### src/rtl/cacheline_adapter.sv
// rtl/cacheline_adapter.sv - 256-bit cache line to 4x64-bit memory burst adapter
module cacheline_adapter (
  input  logic         clk,
  input  logic         rst,
  // cache side
  input  logic [255:0] line_i,
  output logic [255:0] line_o,
  input  logic [31:0]  address_i,
  input  logic         read_i,
  input  logic         write_i,
  output logic         resp_o,
  // physical memory side
  input  logic [63:0]  burst_i,
  output logic [63:0]  burst_o,
  output logic [31:0]  address_o,
  output logic         read_o,
  output logic         write_o,
  input  logic         resp_i
);

  typedef enum logic [1:0] {
    IDLE  = 2'd0,
    READ  = 2'd1,
    WRITE = 2'd2,
    DONE  = 2'd3
  } state_e;

  state_e         state_q, state_d;
  logic [1:0]     cnt_q, cnt_d;
  logic [31:0]    addr_q, addr_d;
  logic [255:0]   wline_q, wline_d;
  logic [255:0]   line_q, line_d;

  // Outputs are registered; their next values are derived from the next state
  // so they line up with the state they describe.
  logic           read_q, read_d;
  logic           write_q, write_d;
  logic           resp_q, resp_d;
  logic [63:0]    burst_q, burst_d;
  logic [31:0]    aout_q, aout_d;

  // Next-state, beat counter and line/address capture.
  always_comb begin
    state_d = state_q;
    cnt_d   = cnt_q;
    addr_d  = addr_q;
    wline_d = wline_q;
    line_d  = line_q;
    case (state_q)
      IDLE: begin
        // read wins when both requests are raised together
        if (read_i) begin
          state_d = READ;
          addr_d  = {address_i[31:5], 5'b0};
          cnt_d   = 2'd0;
        end else if (write_i) begin
          state_d = WRITE;
          addr_d  = {address_i[31:5], 5'b0};
          wline_d = line_i;
          cnt_d   = 2'd0;
        end
      end
      READ: begin
        if (resp_i) begin
          line_d[{cnt_q, 6'b0} +: 64] = burst_i;
          cnt_d = cnt_q + 2'd1;
          if (cnt_q == 2'd3) begin
            state_d = DONE;
          end
        end
      end
      WRITE: begin
        if (resp_i) begin
          cnt_d = cnt_q + 2'd1;
          if (cnt_q == 2'd3) begin
            state_d = DONE;
          end
        end
      end
      DONE: begin
        // one-cycle completion, then always back through IDLE
        state_d = IDLE;
      end
      default: begin
        state_d = IDLE;
      end
    endcase
  end

  // Output values for the cycle following this edge.
  always_comb begin
    read_d  = (state_d == READ);
    write_d = (state_d == WRITE);
    resp_d  = (state_d == DONE);
    aout_d  = 32'd0;
    burst_d = 64'd0;
    if ((state_d == READ) || (state_d == WRITE)) begin
      aout_d = addr_d;
    end
    if (state_d == WRITE) begin
      burst_d = wline_d[{cnt_d, 6'b0} +: 64];
    end
  end

  // State and output registers with synchronous reset.
  always_ff @(posedge clk) begin
    if (rst) begin
      state_q <= IDLE;
      cnt_q   <= 2'd0;
      addr_q  <= 32'd0;
      wline_q <= 256'd0;
      line_q  <= 256'd0;
      read_q  <= 1'b0;
      write_q <= 1'b0;
      resp_q  <= 1'b0;
      burst_q <= 64'd0;
      aout_q  <= 32'd0;
    end else begin
      state_q <= state_d;
      cnt_q   <= cnt_d;
      addr_q  <= addr_d;
      wline_q <= wline_d;
      line_q  <= line_d;
      read_q  <= read_d;
      write_q <= write_d;
      resp_q  <= resp_d;
      burst_q <= burst_d;
      aout_q  <= aout_d;
    end
  end

  assign line_o    = line_q;
  assign read_o    = read_q;
  assign write_o   = write_q;
  assign resp_o    = resp_q;
  assign burst_o   = burst_q;
  assign address_o = aout_q;

endmodule

### config.mk
export PLATFORM = sky130hd
export DESIGN_NAME = cacheline_adapter
export DESIGN_NICKNAME = d
export VERILOG_FILES = /design/src/rtl/cacheline_adapter.sv
export SDC_FILE = /design/constraint.sdc
export NUM_CORES = 1
export LEC_CHECK = 0
export CELL_PAD_IN_SITES_DETAIL_PLACEMENT = 1
export CELL_PAD_IN_SITES_GLOBAL_PLACEMENT = 2
export CORE_MARGIN = 2
export CORE_UTILIZATION = 26
export CTS_BUF_LIST = sky130_fd_sc_hd__clkbuf_4 sky130_fd_sc_hd__clkbuf_8
export DETAILED_ROUTE_END_ITERATION = 10
export PLACE_DENSITY_LB_ADDON = 0.1
export SLEW_MARGIN = 20
export SYNTH_ARGS = -nofsm -noshare
export SYNTH_HDL_FRONTEND = slang
export SYNTH_SLANG_ARGS = --single-unit
### constraint.sdc
create_clock -name clk -period 2.2 [get_ports clk]
set_clock_uncertainty 0.2 [all_clocks]
set_input_delay 0.44 -clock clk [delete_from_list [all_inputs] [get_ports clk]]
set_output_delay 0.44 -clock clk [all_outputs]
set_load 0.02 [all_outputs]
==> results.yml, run 1 <==
# generated from flow reports
synth:
  yosysWarnings: 0
  synth-async-reset-ratio_pct: 0
  yosysMostFrequentCell: "dfxtp_1"
  ff_type: "dfxtp_1"
  area_leaders: "dfxtp_1 (56%), mux2i_1 (14%), nor2_1 (8.4%)"
  yosys-mux-area-fraction_pct: 13.81
  yosys.area.top_type: "dfxtp_1"
  logic_family: "multiplexers"
  synth_chip_area_um2: 23200
  simple_gate_share_pct: 13.18
final_layout:
  antenna_cells: 8
  flops: 647
  flop_area_um2: 12960
  lay_top_count: "dfxtp_1"
  num-multi-input-gates: 1451
  combGateArea_um2: 10440
  buf_share_pct: 28.50
  post-route-util_pct: 43.44
  sh_seq_area_pct: 33.77
  fillers: 9676
  dominant_cells: "flip-flops and latches"
critical_path:
  critPathLaunchType: "flip-flop"
  crit_path_end_kind: "flip-flop"
  worst-endpoint-arrival_ns: 2.88
  cp_max_fo: 7
  path_cells: "inv_2 -> ha_4 -> buf_6 -> nor2b_4 -> o32ai_4 -> buf_12 -> buf_12 -> buf_16 -> clkbuf_16 -> mux2i_2 -> a32o_1"
  rr_startpoint: "state_q[0]"
  path_common_cell: "buf_12"
  crit_family: "buffers and inverters"
  r2r_slack_ns: -0.19
  cp_num_buf_inv: 6
power:
  power.share.combinational_pct: 15.9
  cellInternalPower_uw: 21500
  p_clk_share_pct: 41.9
  net-switching-power_uw: 7579
  switching_share_pct: 26.06
global_route:
  use_met3_pct: 6.803
  grt.overflow.total: 0
  grt_util_all_layers_pct: 21.20
  gr-max-usage-layer: "met2"
  grt_pass1_vias: 22543
  met2_usage_pct: 37.56
  grt_pass1_wl_mm: 145.7
worst_hold_path:
  hold_start: "rst"
  holdPathEnd: "addr_q[26]"
  whs_path_depth: 3
sta:
  setup-violations-final: 68
  fin_tns_setup_ns: -9.252
  relSlewSlack_pct: 49.50
  setup_ws_ns: -0.1936
  min_period_ns: 2.394
  rsz0062_at_grt: "true"
routing:
  wl_met3_mm: 7.131
  wl_met1_mm: 40.97
  routed-wl-met2_mm: 52.39
  top_layer_used: "met5"
  wire_per_inst_um: 22.86
  vias: 21074
floorplanning:
  chipWidth_um: 302.7
  io_pins: 712
  tap_cells: 1165
  fp_util_pct: 26.25
  core_um2: 88370
placement:
  dp.cells: 4230
  port_buffers: 706
clocking:
  ctsLongestPathBuffers: 3
  clk_pin_slew_ns: 0.06
run:
  max_cap_violations: 0
run_status:
  status: "finished, violations left"
  violations: "setup timing"
run 1: state kept, by name, indices dropped and copies added (netlist names):
| name | count |
|---|---|
| cnt_q | 2 |
| wline_q | 256 |
| read_o | 1 |
| address_o | 32 |
| burst_o | 64 |
| state_q | 2 |
| write_o | 1 |
| addr_q | 32 |
| resp_o | 1 |
| line_o | 256 |
run 1: power groups by stage:
stage | Combinational, uW | Clock, uW | Sequential, uW
after floorplan | 1670 | 0 | 12600
after global placement | 3840 | 0 | 12500
after detailed placement | 3890 | 0 | 12500
after CTS | 4200 | 12600 | 12200
after global routing | 4950 | 13200 | 12300
final | 4630 | 12200 | 12300
run 1: worst max-delay path by stage:
stage                          start     endpoint  slack, ns  cells past startpoint
final                     state_q[0]  burst_o[11]      -0.19                     11
after global routing      state_q[1]  burst_o[60]      -0.26                     11
after CTS                 state_q[1]  burst_o[24]      -0.19                     11
after detailed placement      resp_i  burst_o[35]      -0.62                      8
after global placement       write_i  burst_o[28]      -0.57                      9
after floorplan           state_q[1]  burst_o[53]      -0.04                     10
run 1: metrics by stage:
step | power, uW | setup slack (ns) | cell area (um^2)
3_5_place_dp | 16390 | -0.6199 | 33430
6_report | 29080 | -0.1936 | 38390
3_3_place_gp | 16320 | -0.5725 | 33430
2_1_floorplan | 14270 | -0.03640 | 23320
4_1_cts | 29070 | -0.1910 | 36820
5_1_grt | 30430 | -0.2632 | 38390
run 1: timing repair:
| item | 4_1_cts | 5_1_grt |
|---|---|---|
| setup buffers | 18 | 31 |
| gates cloned | 16 | 15 |
| resized | 588 | 305 |
| hold buffers | 13 | 0 |
| setup endpoints to repair | 418 | 273 |
| hold endpoints to repair | 91 | 0 |
| pin swaps | 22 | 28 |
run 1: tightest hold or removal path, stage by stage:
cell and delay, ns:
buf_8 0.13, buf_12 0.19, a21oi_1 0.20
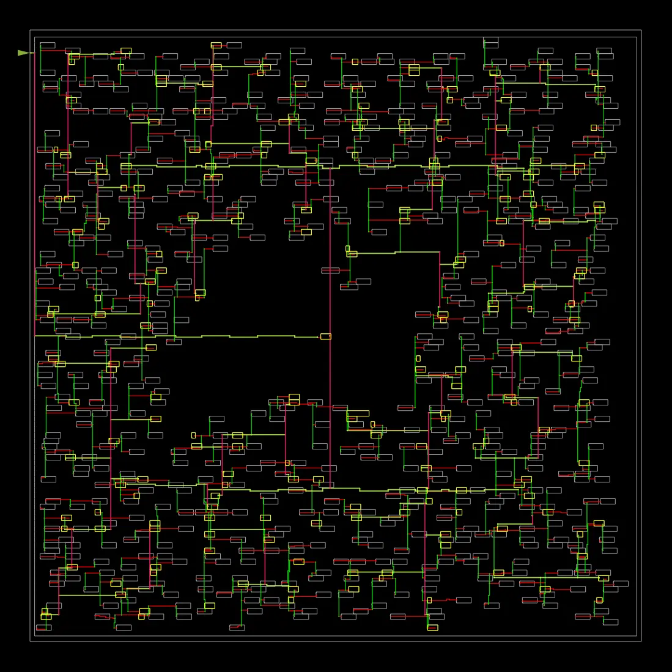
Run 1: clock nets
clock buf count: 189
Clock Sinks: 647

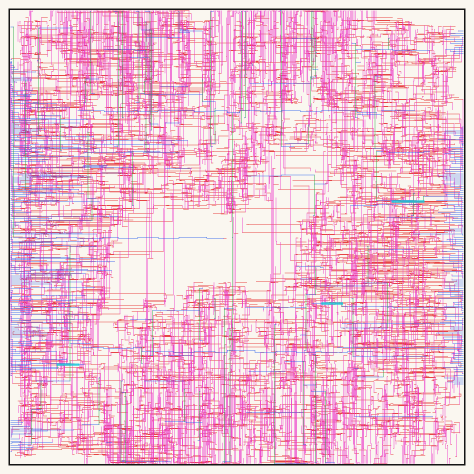
Run 1: routed metal, one colour a layer
Drawn at 1.5 px/um.
[magenta] met2 | wire length: 52.4 mm
[blue] met3 | wire length: 7130 um
[cyan] met5 | wire length: 46.9 um
[red] met1 | wire length: 41.0 mm
[green] met4 | wire length: 2790 um

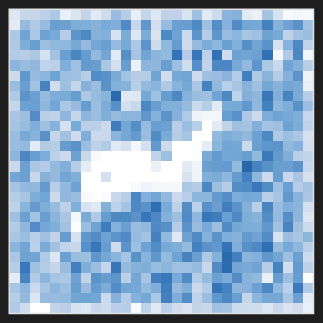
Run 1: placement density heat map
Drawn at 1 px/um. 30 x 30 tiles, from white (low) to dark blue (high), 0 to 100% covered.
fullest tile: 78%
tiles over 75% full: 0.40%
nearly empty tiles: 4.6%
mean over tiles: 40%

Run 1, where the registers sit:
Drawn at 1.5 px/um. Other sequential cells in the stronger grey, the rest of the logic in the fainter grey.
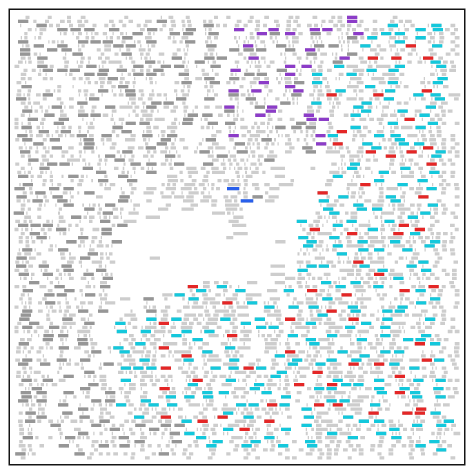

==> inputs of run 2 (changes only) <==
--- a/config.mk
+++ b/config.mk
@@ -9,7 +9,7 @@
 export CELL_PAD_IN_SITES_GLOBAL_PLACEMENT = 2
 export CORE_MARGIN = 2
 export CORE_UTILIZATION = 26
-export CTS_BUF_LIST = sky130_fd_sc_hd__clkbuf_4 sky130_fd_sc_hd__clkbuf_8
+export CTS_BUF_LIST = sky130_fd_sc_hd__clkbuf_8
 export DETAILED_ROUTE_END_ITERATION = 10
 export PLACE_DENSITY_LB_ADDON = 0.1
 export SLEW_MARGIN = 20
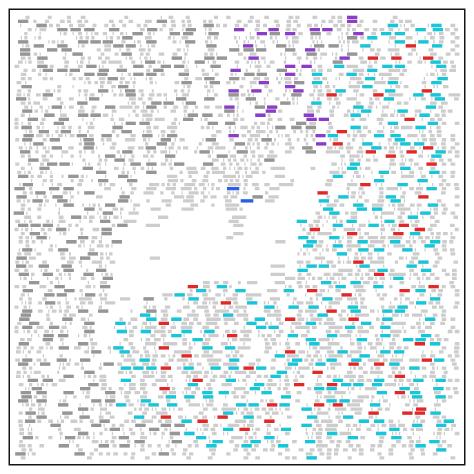
Run 2: where the registers sit
Drawn at 1.5 px/um. Other sequential cells in the stronger grey, the rest of the logic in the fainter grey.
[blue] cnt_q | sequential cells: 2
[purple] address_o | sequential cells: 32
[cyan] wline_q | sequential cells: 256
[red] burst_o | sequential cells: 64
not coloured: 293
Final Util: 43.34%
seq pwr: 12300 uW
Seq/total area: 33.85%

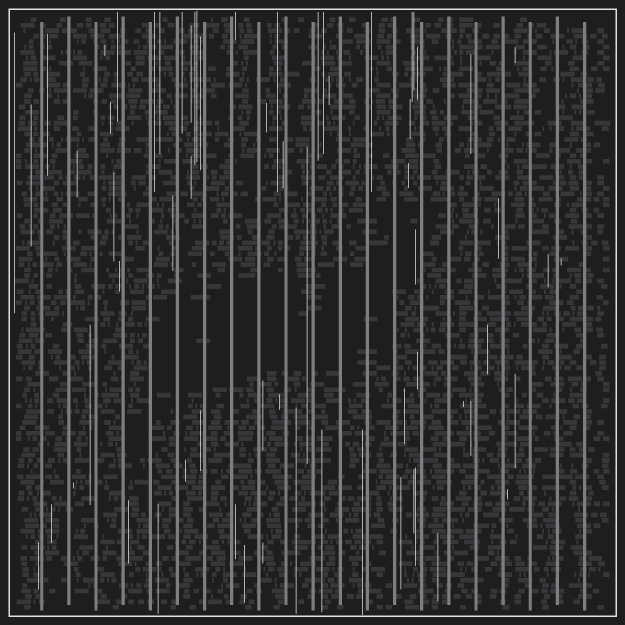
Run 2: the metal 4 layer
Drawn at 2 px/um. Supply wires on this layer in grey.
longest straight run: 158 um
wire length on this layer: 2790 um
via count: 21081
total wire length: 102.7 mm

==> run 2 against run 1 <==
The run still ends with setup timing left. Routed wire length fell by 0.64%. Worst setup slack improved by 0.014 ns. Synthesized cell count did not move. Area after synthesis did not move. Largest cell class unchanged.
==> results.yml, run 2 <==
# generated from flow reports
synth:
  netlist_area_um2: 23200
  yosys.area.top_type: "dfxtp_1"
  synthXorXnorAreaFrac_pct: 0
  area_leaders: "dfxtp_1 (56%), mux2i_1 (14%), nor2_1 (8.4%)"
  synth_chip_area_um2: 23200
  avgSynthCellArea_um2: 10.11
  yosysCellCount: 2294
  yosysMostFrequentCell: "dfxtp_1"
  yosys-mux-area-fraction_pct: 13.81
  ff_type: "dfxtp_1"
  edf_count: 0
  ys_ff: 647
  top_cell_area_share_pct: 55.82
  netlist_instances: 2294
  yosysUniqueCellTypes: 35
  syn_nets: 2663
  yosys.stat.seqShare_pct: 55.82
  synthTopCellsByCount: "dfxtp_1 (647), nor2_1 (518), mux2i_1 (320)"
  ys_sh_aoi_pct: 12.06
  yosysWarnings: 0
  simple_gate_share_pct: 13.18
  synth-async-reset-ratio_pct: 0
  adder_share_pct: 0.6471
  logic_family: "multiplexers"
run_status:
  violations: "setup timing"
  status: "finished, violations left"
worst_hold_path:
  hold_class: "input pin to flip-flop"
  whs_path_depth: 3
  hold_start: "rst"
  holdPathEnd: "addr_q[26]"
global_route:
  antenna_found_initial: 14
  grt_pass1_vias: 22517
  grt.overflow.total: 0
  met2_usage_pct: 37.48
  use_met3_pct: 6.824
  grt_util_all_layers_pct: 21.19
  grt_max_degree: 145
  grt_pass1_wl_mm: 145.6
  gr-max-usage-layer: "met2"
  use_met1_pct: 24.02
critical_path:
  worst-endpoint-arrival_ns: 2.87
  rr_startpoint: "state_q[0]"
  worstSetupPathType: "flip-flop to flip-flop"
  rr_worst_depth: 11
  r2r-end: "burst_o[11]"
  crit_required_ns: 2.69
  crit_path_end_kind: "flip-flop"
  worstSetupStartpoint: "state_q[0]"
  r2r_slack_ns: -0.18
  critPathLaunchType: "flip-flop"
  cp_max_fo: 7
clocking:
  clockRootBuffer: "clkbuf_8"
  cts_tree: "done"
  ctsLongestPathBuffers: 3
  cts_buffers: 120
  clk_pin_slew_ns: 0.06
  clk_latency_ns: 0.76
  cts.sinks: 647
  htree_num_levels: 3
power:
  p_per_area_nw_per_um2: 744.0
  peakVddDrop_mv: 0.4257
  leakage_uw: 0.01698
floorplanning:
  fp_util_pct: 26.25
  dieArea_um2: 91650
  core_um2: 88370
  chipWidth_um: 302.7
  io_pins: 712
  die_h_um: 302.7
  rows: 109
final_layout:
  drive_above_1_share_pct: 22.34
  stdcell_area_um2: 38300
  lay_top_count: "dfxtp_1"
  final_nets: 3629
  lay_top_cells: "dfxtp_1 (643), nor2_1 (495), clkdlybuf4s50_1 (350)"
  area_delta_synth_final_pct: 65.07
sta:
  period_used_pct: 108.2
  slew_viol_final: 0
  rsz0062_at_grt: "true"
  finalHoldViolations: 0
  max_slew.worst_pin.slew_ns: 0.8594
  min_period_ns: 2.380
  fmax_mhz: 420.2
  setup_ws_ns: -0.1800
  relSlewSlack_pct: 42.71
  setup-violations-final: 64
  hold_ws_ns: 0.06897
routing:
  wl_met3_mm: 7.073
  drc: 0
  drt-initial-drc-count: 810
  wire_per_inst_um: 22.69
  viasPerCell: 4.659
  routed-wl-met2_mm: 51.96
  top_layer_used: "met5"
  firstDrtPassIters: 5
  antenna_left: 0
  wl_met1_mm: 40.80
placement:
  postPlaceCellArea_um2: 33430
  dp_hpwl_mm: 70.01
  port_buffers: 706
  gp_congestion: 0.7869
  pre_cts_slack_ns: -0.6199
run:
  max_cap_violations: 0
  tool_warnings: 50
run 2: cell counts after synthesis:
Identical to the previous run, type by type.
run 2: cell type report:
type,count,area (um^2)
inverter,8,30.03
clock inverter,57,292.8
sequential,647,12960
clock buffer,154,2120
tap,1165,1458
fill,9710,50080
timing repair buffer,1032,10930
antenna,11,27.53
multi-input combinational,1451,10480
run 2: per-stage QoR:
stage,TNS [ns],total power (uW),util [%],std cells
CTS,-9.994,28480,41.52,4486
finish,-8.235,28500,43.34,4525
global placement,-125.87,16320,37.83,4230
detailed placement,-137.16,16390,37.83,4230
global route,-15.56,29840,43.33,4524
floorplan,-1.537,14270,-,2294
run 2: worst max-delay path by stage:
| stage | end | slack (ns) | depth (start not counted) |
|---|---|---|---|
| 6_report | burst_o[11] | -0.18 | 11 |
| 5_1_grt | burst_o[20] | -0.26 | 11 |
| 4_1_cts | burst_o[24] | -0.19 | 11 |
| 3_5_place_dp | burst_o[35] | -0.62 | 8 |
| 3_3_place_gp | burst_o[28] | -0.57 | 9 |
| 2_1_floorplan | burst_o[53] | -0.04 | 10 |
run 2: power breakdown:
part	internal, uW	leakage [uW]	total [uW]	switching [uW]
logic	2440	0.0103	4630	2180
clock network	6350	0.00138	11600	5250
registers	12100	0.00525	12300	159
run 2: worst max-delay path: stages (launching register included):
cell	delay (ns)
dfxtp_2	0.34
inv_2	0.05
ha_4	0.23
buf_4	0.14
nor2b_4	0.13
o32ai_4	0.30
buf_12	0.16
buf_12	0.10
buf_16	0.14
clkbuf_16	0.16
mux2i_2	0.23
a32o_1	0.15
run 2: what timing repair did:
item                                    4_1_cts  5_1_grt
endpoints found under the hold margin        88        0
endpoints found under the setup margin      418      278
setup buffers                                18       38
resized                                     588      313
pin swaps                                    22       28
gates cloned                                 16       12
hold buffers                                 13        0
Run 2, routed metal, one colour a layer:
Drawn at 1.5 px/um.
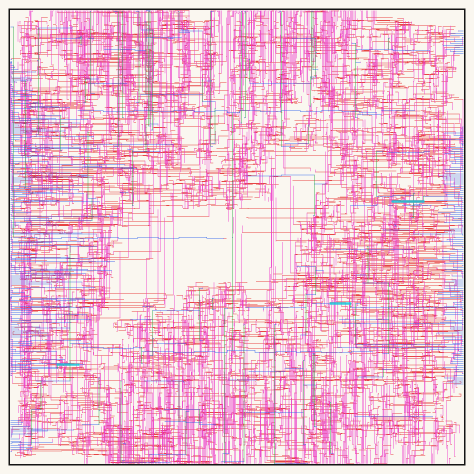

==> inputs of run 3 (changes only) <==
--- a/config.mk
+++ b/config.mk
@@ -12,6 +12,7 @@
 export CTS_BUF_LIST = sky130_fd_sc_hd__clkbuf_8
 export DETAILED_ROUTE_END_ITERATION = 10
 export PLACE_DENSITY_LB_ADDON = 0.1
+export SKIP_CTS_REPAIR_TIMING = 1
 export SLEW_MARGIN = 20
 export SYNTH_ARGS = -nofsm -noshare
 export SYNTH_HDL_FRONTEND = slang
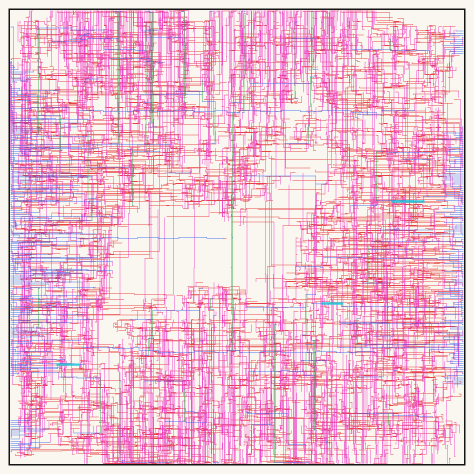
Run 3: routed metal, one colour a layer
Drawn at 1.5 px/um.
[red] met1 | wire length: 40.9 mm
[magenta] met2 | wire length: 52.8 mm
[cyan] met5 | wire length: 46.9 um
[blue] met3 | wire length: 7140 um
[green] met4 | wire length: 2510 um
via count: 20992
wire per inst: 22.95 um
total wire length: 103.3 mm
GR Util All Layers: 20.43%

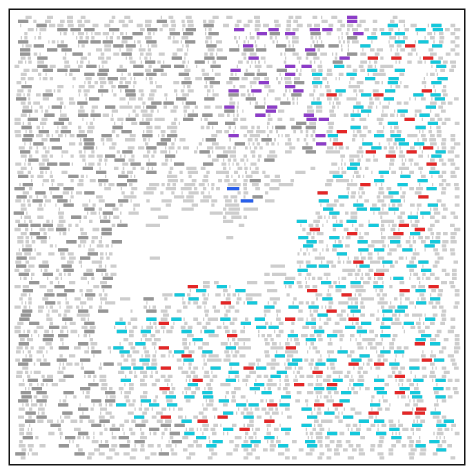
Run 3: where the registers sit
Drawn at 1.5 px/um. Other sequential cells in the stronger grey, the rest of the logic in the fainter grey.
[red] burst_o | sequential cells: 64
[blue] cnt_q | sequential cells: 2
[purple] address_o | sequential cells: 32
[cyan] wline_q | sequential cells: 256
not coloured: 293

==> run 3 against run 2 <==
The flow still finishes with violations (setup timing). Area after synthesis unchanged. First-iteration DRC count fell by 0.37%. Via count shrank 0.42%. Count of clock-buffer cells in the layout is the same. Sequential power hardly changed. Final area is 0.90% lower. Hold slack lost 0.0099 ns. Power shrank 1.3%.
==> results.yml, run 3 <==
# generated from flow reports
routing:
  drc: 0
  firstDrtPassIters: 5
  viasPerCell: 4.662
  drt-initial-drc-count: 807
  antenna_left: 0
global_route:
  grt_pass1_vias: 22113
  grt_pass1_wl_mm: 141.1
clocking:
  cts.sinks: 647
  clk_pin_slew_ns: 0.06
  cts_buffers: 120
  clockRootBuffer: "clkbuf_8"
  clk_latency_ns: 0.77
  ctsLongestPathBuffers: 3
  htree_num_levels: 3
critical_path:
  cp_max_fo: 7
  crit_required_ns: 2.65
  rr_worst_depth: 13
  worstSetupPathType: "flip-flop to flip-flop"
  worst-endpoint-arrival_ns: 2.82
  r2r-end: "burst_o[39]"
  crit_path_end_kind: "flip-flop"
  r2r_slack_ns: -0.17
  critPathLaunchType: "flip-flop"
sta:
  relSlewSlack_pct: 52.40
  hold_ws_ns: 0.05911
  fin_tns_setup_ns: -6.851
  slew_viol_final: 0
  fmax_mhz: 422.8
  max_slew.worst_pin.slew_ns: 0.7141
  period_used_pct: 107.5
  setup-violations-final: 64
  finalHoldViolations: 0
  setup_ws_ns: -0.1652
  min_period_ns: 2.365
run:
  max_cap_violations: 0
  tool_warnings: 47
worst_hold_path:
  hold_class: "input pin to flip-flop"
  hold_start: "address_i[13]"
final_layout:
  fillers: 9689
  area_delta_synth_final_pct: 63.58
  final_nets: 3610
  flop_area_um2: 12960
  drive_above_1_share_pct: 16.19
  post-route-util_pct: 42.95
  fin_cells: 4503
  lay_top_count: "dfxtp_1"
  stdcell_area_um2: 37950
  combGateArea_um2: 9483
  lay_top_cells: "dfxtp_1 (643), nor2_1 (518), dlymetal6s2s_1 (354)"
placement:
  port_buffers: 706
  gp_congestion: 0.7869
  postPlaceCellArea_um2: 33430
  pre_cts_slack_ns: -0.6199
  dp_hpwl_mm: 70.01
  dp.cells: 4230
synth:
  logic_family: "multiplexers"
  yosys.stat.seqShare_pct: 55.82
  yosysWarnings: 0
  avgSynthCellArea_um2: 10.11
  simple_gate_share_pct: 13.18
  yosysUniqueCellTypes: 35
  ys_sh_aoi_pct: 12.06
  syn_nets: 2663
  yosysMostFrequentCell: "dfxtp_1"
  synth-async-reset-ratio_pct: 0
  synthTopCellsByCount: "dfxtp_1 (647), nor2_1 (518), mux2i_1 (320)"
  ff_type: "dfxtp_1"
  netlist_instances: 2294
  netlist_area_um2: 23200
  yosys.area.top_type: "dfxtp_1"
  yosys-mux-area-fraction_pct: 13.81
  adder_share_pct: 0.6471
  top_cell_area_share_pct: 55.82
floorplanning:
  core_um2: 88370
  io_pins: 712
  dieArea_um2: 91650
  rows: 109
  die_h_um: 302.7
  fp_util_pct: 26.25
  chipWidth_um: 302.7
power:
  powerComb_uw: 4280
  seqPwrFrac_pct: 43.5
  leakage_uw: 0.02246
  p_clk_share_pct: 41.3
  cellInternalPower_uw: 20660
  switching_share_pct: 26.58
  net-switching-power_uw: 7480
  peakVddDrop_mv: 0.4262
  power_leader: "registers"
  power.total_uw: 28140
  power.share.combinational_pct: 15.2
  p_per_area_nw_per_um2: 741.4
  powerClk_uw: 11600
run_status:
  violations: "setup timing"
  status: "finished, violations left"
[run 3: netlist changes by cell type in the layout (fill, tap and decap cells not counted), moves of 39 or more]
cell,previous run,this run
buf_4,163,202
clkdlybuf4s15_1,64,0
clkdlybuf4s15_2,52,0
dlygate4sd2_1,208,0
dlymetal6s2s_1,0,354
mux2i_1,212,304
mux2i_4,71,2
[run 3: worst max path at each step]
| stage | slack (ns) | endpoint | cells past startpoint | start |
|---|---|---|---|---|
| finish | -0.17 | burst_o[39] | 13 | state_q[0] |
| global route | -0.26 | burst_o[39] | 13 | state_q[1] |
| CTS | -0.37 | line_o[18] | 1 | line_o[18] |
| detailed placement | -0.62 | burst_o[35] | 8 | resp_i |
| global placement | -0.57 | burst_o[28] | 9 | write_i |
| floorplan | -0.04 | burst_o[53] | 10 | state_q[1] |
[run 3: layout make-up]
type	count	area share [%]
antenna	8	0.05275
clock buffer	154	5.584
clock inverter	57	0.7714
inverter	8	0.07912
multi-input combinational	1451	24.99
sequential	647	34.15
tap	1165	3.841
timing repair buffer	1013	30.53
[run 3: layer usage]
| layer | track usage (%) | vias up | routed length (um) |
|---|---|---|---|
| li1 | - | 9828 | - |
| met1 | 23.20 | 10448 | 40890 |
| met2 | 36.01 | 556 | 52750 |
| met3 | 6.788 | 154 | 7136 |
| met4 | 6.486 | 6 | 2512 |
| met5 | 0 | - | 46 |
[run 3: worst max-delay path, stage by stage (launching register included)]
cell and delay, ns:
dfxtp_2 0.35, inv_2 0.06, ha_4 0.25, inv_2 0.07, nor3_2 0.04, a21oi_2 0.14, inv_1 0.08, ha_2 0.18
nor2b_4 0.12, a21boi_4 0.15, buf_12 0.17, buf_12 0.13, buf_12 0.13, a32o_1 0.21
Power and IR drop assume default switching activity.
